Design opicorv32_pcpi_div, sky130hd; sources not shown.
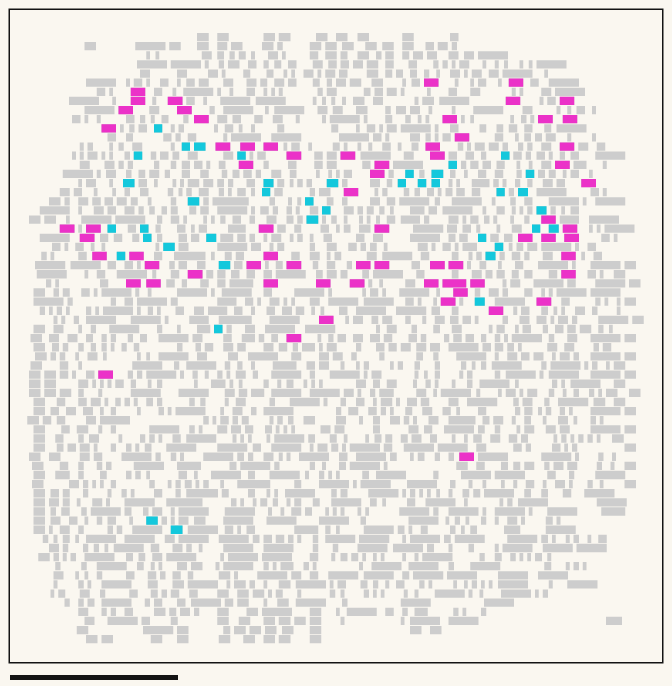
*Gate-type map, run 1*
Scale bar: 50 µm.
[AND-OR and OR-AND gates] cyan | cells: 40 | most used: a21o_1
[adder and majority cells] magenta | cells: 68 | most used: ha_1
most instantiated logic cell after routing: nand2_1
Finished Layout Cells: 2285

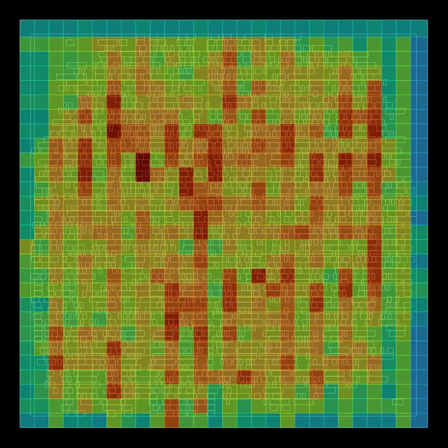
*Routing congestion map, run 1*
GR Layer Usage met3: 0.0345
GRT Resource Usage Total: 0.234
met1 Use GR: 0.314
GR peak layer: met2

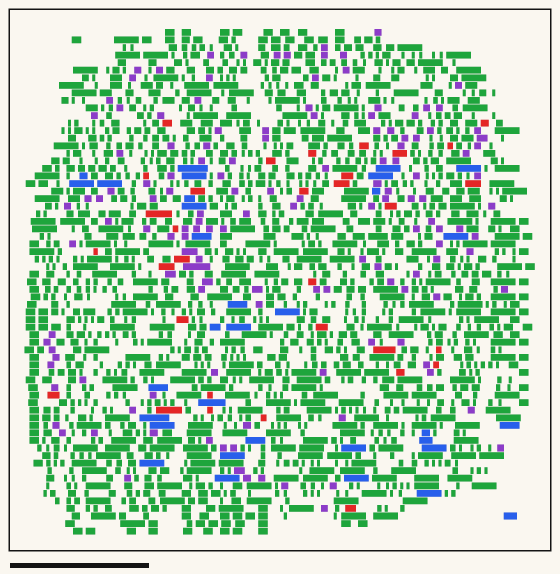
*Drive-strength map, run 1*
Scale bar: 50 µm.
[drive 2] red | cells: 32 | share: 1.7%
[drive 3 to 4] purple | cells: 140 | share: 7.6%
[drive 6 and up] blue | cells: 33 | share: 1.8%
[drive 1 or less] green | cells: 1632 | share: 89%
final setup margin: 0.0133 ns
final instance area: 0.0167 mm²

==> flow_summary.ini <==
; implementation run metrics
[outcome]
status = finished with violations
violations = hold timing

[power_and_ir_drop]
p_clk_frac = 0.445
power_leader = sequential cells
pwr-share-seq = 0.499
p_leak_nw = 7.22

[yosys]
mux_share = 0.00616
netlist_top_cells_area = dfrtp_1, nand2_1, ha_1
synth-compound-area-share = 0.232
top_cells_by_count = nand2_1, dfrtp_1, o21ai_0
yosys-stat-cells = 1662
synth_cell_types = 70
async_flop_share = 1.00
ys.flops = 199
synth.top_cell.area_share = 0.366
ys_warn_count = 0
ys_chip_area_mm2 = 0.0136

[die]
fp-utilization = 0.406
well_tap_count = 448
num_rows = 67
dieHeight_um = 194

[drt]
met2WireLength_um = 22500
drt-met1-wl_um = 21000
routed.top_layer = met4

[global_routing]
antenna_found_initial = 0

[final_timing]
hold_violations = 4
worst_pin_slew_ns = 0.872
setup_viol = 0
hold_slack_ns = -0.00711
final_max_slew_viol_count = 0

[clocking]
numCtsBuffers = 17
path_clk_slew_ns = 0.08

[final_layout]
seq-cell-share = 0.298
largest_reg_flops = 63
drive_above_1_share = 0.112

[place]
place_inst = 2250

[worst_setup_path]
cp_num_buf_inv = 4
critPathArrivalTime_ns = 3.42
startpoint_type = flip-flop
crit_family = AND-OR/OR-AND gates
required_ns = 3.43
Power and IR drop assume default switching activity.
